Fig. 1: clock wiring as the flow saved it
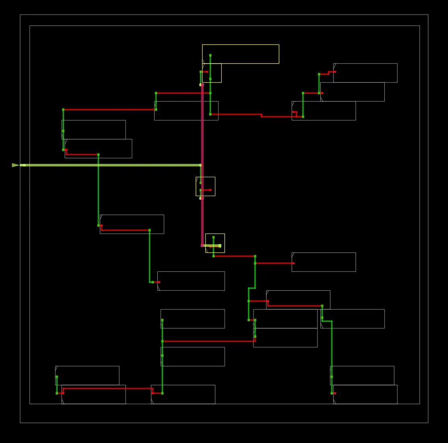
Fig. 2: cell sizes after repair
Scale: 8 px per um.
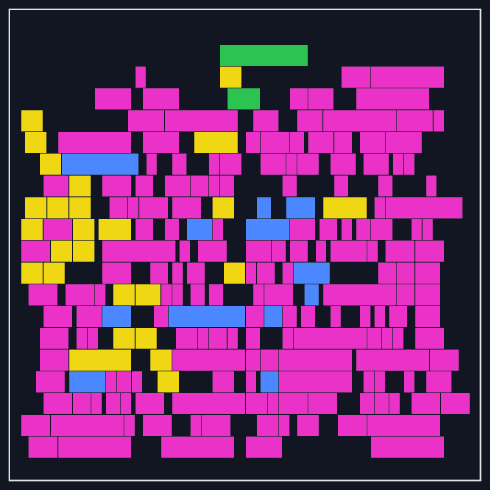
$ cat config.mk
export PLATFORM = sky130hd
export DESIGN_NAME = ram_march_sequencer
export DESIGN_NICKNAME = d
export VERILOG_FILES = /design/src/rtl/ram_march_sequencer.sv
export SDC_FILE = /design/constraint.sdc
export NUM_CORES = 1
export LEC_CHECK = 0
export CORE_UTILIZATION = 45
export CTS_BUF_LIST = sky130_fd_sc_hd__clkbuf_4
export DETAILED_ROUTE_END_ITERATION = 16
export GPL_TIMING_DRIVEN = 0
export HOLD_SLACK_MARGIN = 0.05
export PLACE_DENSITY = 0.82
export SLEW_MARGIN = 30
export SYNTH_ARGS = -nofsm -noshare
export SYNTH_HDL_FRONTEND = slang
export SYNTH_SLANG_ARGS = --single-unit
$ cat constraint.sdc
create_clock -name b_clk -period 2.6 [get_ports b_clk]
set_input_delay 0.39 -clock b_clk [delete_from_list [all_inputs] [get_ports b_clk]]
set_output_delay 0.39 -clock b_clk [all_outputs]
set_load 0.01 [all_outputs]
$ cat src/rtl/ram_march_sequencer.sv
// March C- sequencer for BIST: runs M0..M5 over the RAM, compares each read against the background.
// Latency 11*N cycles per passing run; no backpressure, and start is ignored while busy.
module ram_march_sequencer #(
  parameter int ADDR_W = 4,
  parameter int DATA_W = 8
) (
  input  logic              b_clk,
  input  logic              b_rst,
  input  logic              start,
  input  logic [DATA_W-1:0] ram_rdata,
  output logic [ADDR_W-1:0] ram_addr,
  output logic [DATA_W-1:0] ram_wdata,
  output logic              ram_we,
  output logic              ram_re,
  output logic              busy,
  output logic              done,
  output logic              pass,
  output logic              fail,
  output logic [ADDR_W-1:0] fail_addr,
  output logic [2:0]        fail_elem
);
  typedef enum logic [2:0] {S_IDLE, S_WRITE, S_READ, S_CHECK, S_DONE} state_t;

  localparam logic [ADDR_W-1:0] ADDR_LAST = '1;
  localparam logic [2:0]        ELEM_LAST = 3'd5;

  state_t            state_q, state_d;
  logic [2:0]        elem_q, elem_d;
  logic [ADDR_W-1:0] addr_q, addr_d;
  logic [ADDR_W-1:0] fail_addr_q, fail_addr_d;
  logic [2:0]        fail_elem_q, fail_elem_d;
  logic              done_q, done_d;
  logic              pass_q, pass_d;
  logic              fail_q, fail_d;

  logic              elem_down, elem_end, rd_match, chk_we;
  logic [DATA_W-1:0] exp_dat;
  logic [2:0]        elem_nxt;

  always_comb begin
    elem_down = (elem_q == 3'd3) || (elem_q == 3'd4);
    elem_end  = elem_down ? (addr_q == '0) : (addr_q == ADDR_LAST);
    exp_dat   = elem_q[0] ? '0 : '1;
    rd_match  = (ram_rdata == exp_dat);
    // A failing word is left untouched, so the write in CHECK is qualified by the compare.
    chk_we    = (state_q == S_CHECK) && rd_match && (elem_q != ELEM_LAST);
    elem_nxt  = elem_q + 3'd1;
  end

  always_comb begin
    state_d     = state_q;
    elem_d      = elem_q;
    addr_d      = addr_q;
    fail_addr_d = fail_addr_q;
    fail_elem_d = fail_elem_q;
    pass_d      = pass_q;
    fail_d      = fail_q;
    done_d      = 1'b0;
    case (state_q)
      S_IDLE, S_DONE: begin
        if (start) begin
          state_d     = S_WRITE;
          elem_d      = 3'd0;
          addr_d      = '0;
          pass_d      = 1'b0;
          fail_d      = 1'b0;
          fail_addr_d = '0;
          fail_elem_d = 3'd0;
        end
      end
      S_WRITE: begin
        if (addr_q == ADDR_LAST) begin
          elem_d  = 3'd1;
          addr_d  = '0;
          state_d = S_READ;
        end else begin
          addr_d = addr_q + 1'b1;
        end
      end
      S_READ: state_d = S_CHECK;
      S_CHECK: begin
        if (!rd_match) begin
          fail_d      = 1'b1;
          fail_addr_d = addr_q;
          fail_elem_d = elem_q;
          done_d      = 1'b1;
          state_d     = S_DONE;
        end else if (elem_end) begin
          if (elem_q == ELEM_LAST) begin
            pass_d  = 1'b1;
            done_d  = 1'b1;
            state_d = S_DONE;
          end else begin
            elem_d  = elem_nxt;
            addr_d  = ((elem_nxt == 3'd3) || (elem_nxt == 3'd4)) ? ADDR_LAST : '0;
            state_d = S_READ;
          end
        end else begin
          addr_d  = elem_down ? addr_q - 1'b1 : addr_q + 1'b1;
          state_d = S_READ;
        end
      end
      default: state_d = S_IDLE;
    endcase
  end

  always_ff @(posedge b_clk or posedge b_rst) begin
    if (b_rst) begin
      state_q     <= S_IDLE;
      elem_q      <= 3'd0;
      addr_q      <= '0;
      fail_addr_q <= '0;
      fail_elem_q <= 3'd0;
      done_q      <= 1'b0;
      pass_q      <= 1'b0;
      fail_q      <= 1'b0;
    end else begin
      state_q     <= state_d;
      elem_q      <= elem_d;
      addr_q      <= addr_d;
      fail_addr_q <= fail_addr_d;
      fail_elem_q <= fail_elem_d;
      done_q      <= done_d;
      pass_q      <= pass_d;
      fail_q      <= fail_d;
    end
  end

  // Address and data are forced to zero whenever neither strobe is active.
  always_comb begin
    ram_we    = (state_q == S_WRITE) || chk_we;
    ram_re    = (state_q == S_READ);
    ram_addr  = (ram_we || ram_re) ? addr_q : '0;
    ram_wdata = chk_we ? ~exp_dat : '0;
    busy      = (state_q == S_WRITE) || (state_q == S_READ) || (state_q == S_CHECK);
  end

  assign done      = done_q;
  assign pass      = pass_q;
  assign fail      = fail_q;
  assign fail_addr = fail_addr_q;
  assign fail_elem = fail_elem_q;

endmodule
==> flow_summary_export.csv <==
group,metric,value,unit
outcome,outcome,"finished clean",
final_layout,nNonClkBuffers,55,
yosys,numSynthFlops,20,
worst_setup_path,critical_path.max_fanout,6,
clocking,cts_tree,"yes",
route,routedLengthMet1,1560,um
final_layout,ff_latch_area,503,um2
power,net_sw_share,42.0,%
final_layout,layout.clock.cell_area_share,2.66,%
final_layout,post-route-util,64.7,%
yosys,netlist_top_cells_area,"sky130_fd_sc_hd__dfrtp_1 35%, sky130_fd_sc_hd__ha_1 6.1%, sky130_fd_sc_hd__nand2_1 6.0%",
power,portion_of_total_power_attributed_to_sequential_cells,29.0,%
global_routing,antenna_violations_before_repair,0,
worst_hold_path,timing.hold.worst_path_depth,1,
timing,worst_clock_skew,0.00405,ns
power,vdd_ir_drop_max,0.346,mV
power,comb-power,0.972,mW
final_layout,final_nets,231,
power,p_leak,0.923,nW
global_routing,grtUsageMet3,3.52,%
power,netSwitchingPower,0.731,mW
yosys,post-synth-top-area-fraction,34.6,%
worst_setup_path,worst-path-stages,9,
final_layout,areaGrowthSynthToFinish,36.4,%
global_routing,met1_usage,29.2,%
floorplanning,chipArea,3450,um2
worst_setup_path,crit_path_frequent_cell,"sky130_fd_sc_hd__buf_4",
yosys,ys.flop_type,"sky130_fd_sc_hd__dfrtp_1",
yosys,enable_flop_cells,0,
yosys,synth_simple_gate_area_share,23.3,%
yosys,yosysMostFrequentCell,"sky130_fd_sc_hd__nand2_1",
clocking,clock_tree_root_driver_cell,"sky130_fd_sc_hd__clkbuf_4",
worst_setup_path,worstSetupEndpoint,"ram_wdata[7]",
route,drtAntennaViolNets,0,
yosys,syn-cell-area,1450,um2
final_layout,final_area,1970,um2
yosys,yosys.stat.seqShare,34.6,%
final_layout,seq_area_share,25.5,%
clocking,cts-buffers-inserted,3,
worst_setup_path,timing.critical_path.cells,"clkdlybuf4s50_1 -> nor4_2 -> and4_1 -> buf_4 -> or2_4 -> and3_4 -> buf_4 -> buf_4 -> buf_4",
placement,detailedPlace.worstSlack,-0.598,ns
worst_setup_path,rr_startpoint,"elem_q[0]",
floorplanning,fp-row-count,20,
floorplanning,design.core.area,3050,um2
power,pwr.group.clock,0.261,mW
timing,timing.final.max_slew_violations,0,
timing,fmax,400,MHz
power,fin_total_pwr,1.74,mW
timing,final-hold-violation-count,0,
clocking,h-tree-depth,1,
timing,worst_slew_pin_slew,0.772,ns
route,num_vias,1430,
yosys,synth.cellmix.adderShare,6.05,%
worst_setup_path,cp.arrival,2.11,ns
route,routed-wl-met2,1750,um
worst_setup_path,timing.reg2reg.setup_slack,0.40,ns
floorplanning,floorplan.die.width,58.7,um
worst_setup_path,crit_path_max_incr_delay,0.50,ns
timing,slew_headroom,48.5,%
global_routing,gr-usage-met2,40.3,%
yosys,synthesis.nets,185,
global_routing,wire_length_of_the_first_global_routing_pass,6180,um
placement,place_inst,246,
route,drc,0,
global_routing,globalRoute.totalOverflow,0,
route,topRoutingLayerUsed,"met4",
clocking,ctsHoldBuffers,0,
placement,port_buffers,35,
clocking,worst_setup_hold_path_clk_slew,0.12,ns
Back to the opening pictures, Fig. 1:
count of sequential standard cells: 20
sinks on the clock net: 20

Back to the opening pictures, Fig. 2:
[drive 1 or less] magenta | cells: 172 | share: 81%
[drive 2] blue | cells: 12 | share: 5.7%
[drive 3 to 4] yellow | cells: 26 | share: 12%
[drive 6 and up] green | cells: 2 | share: 0.94%

Power figures rest on the tool's default switching activity, not on a simulated workload.
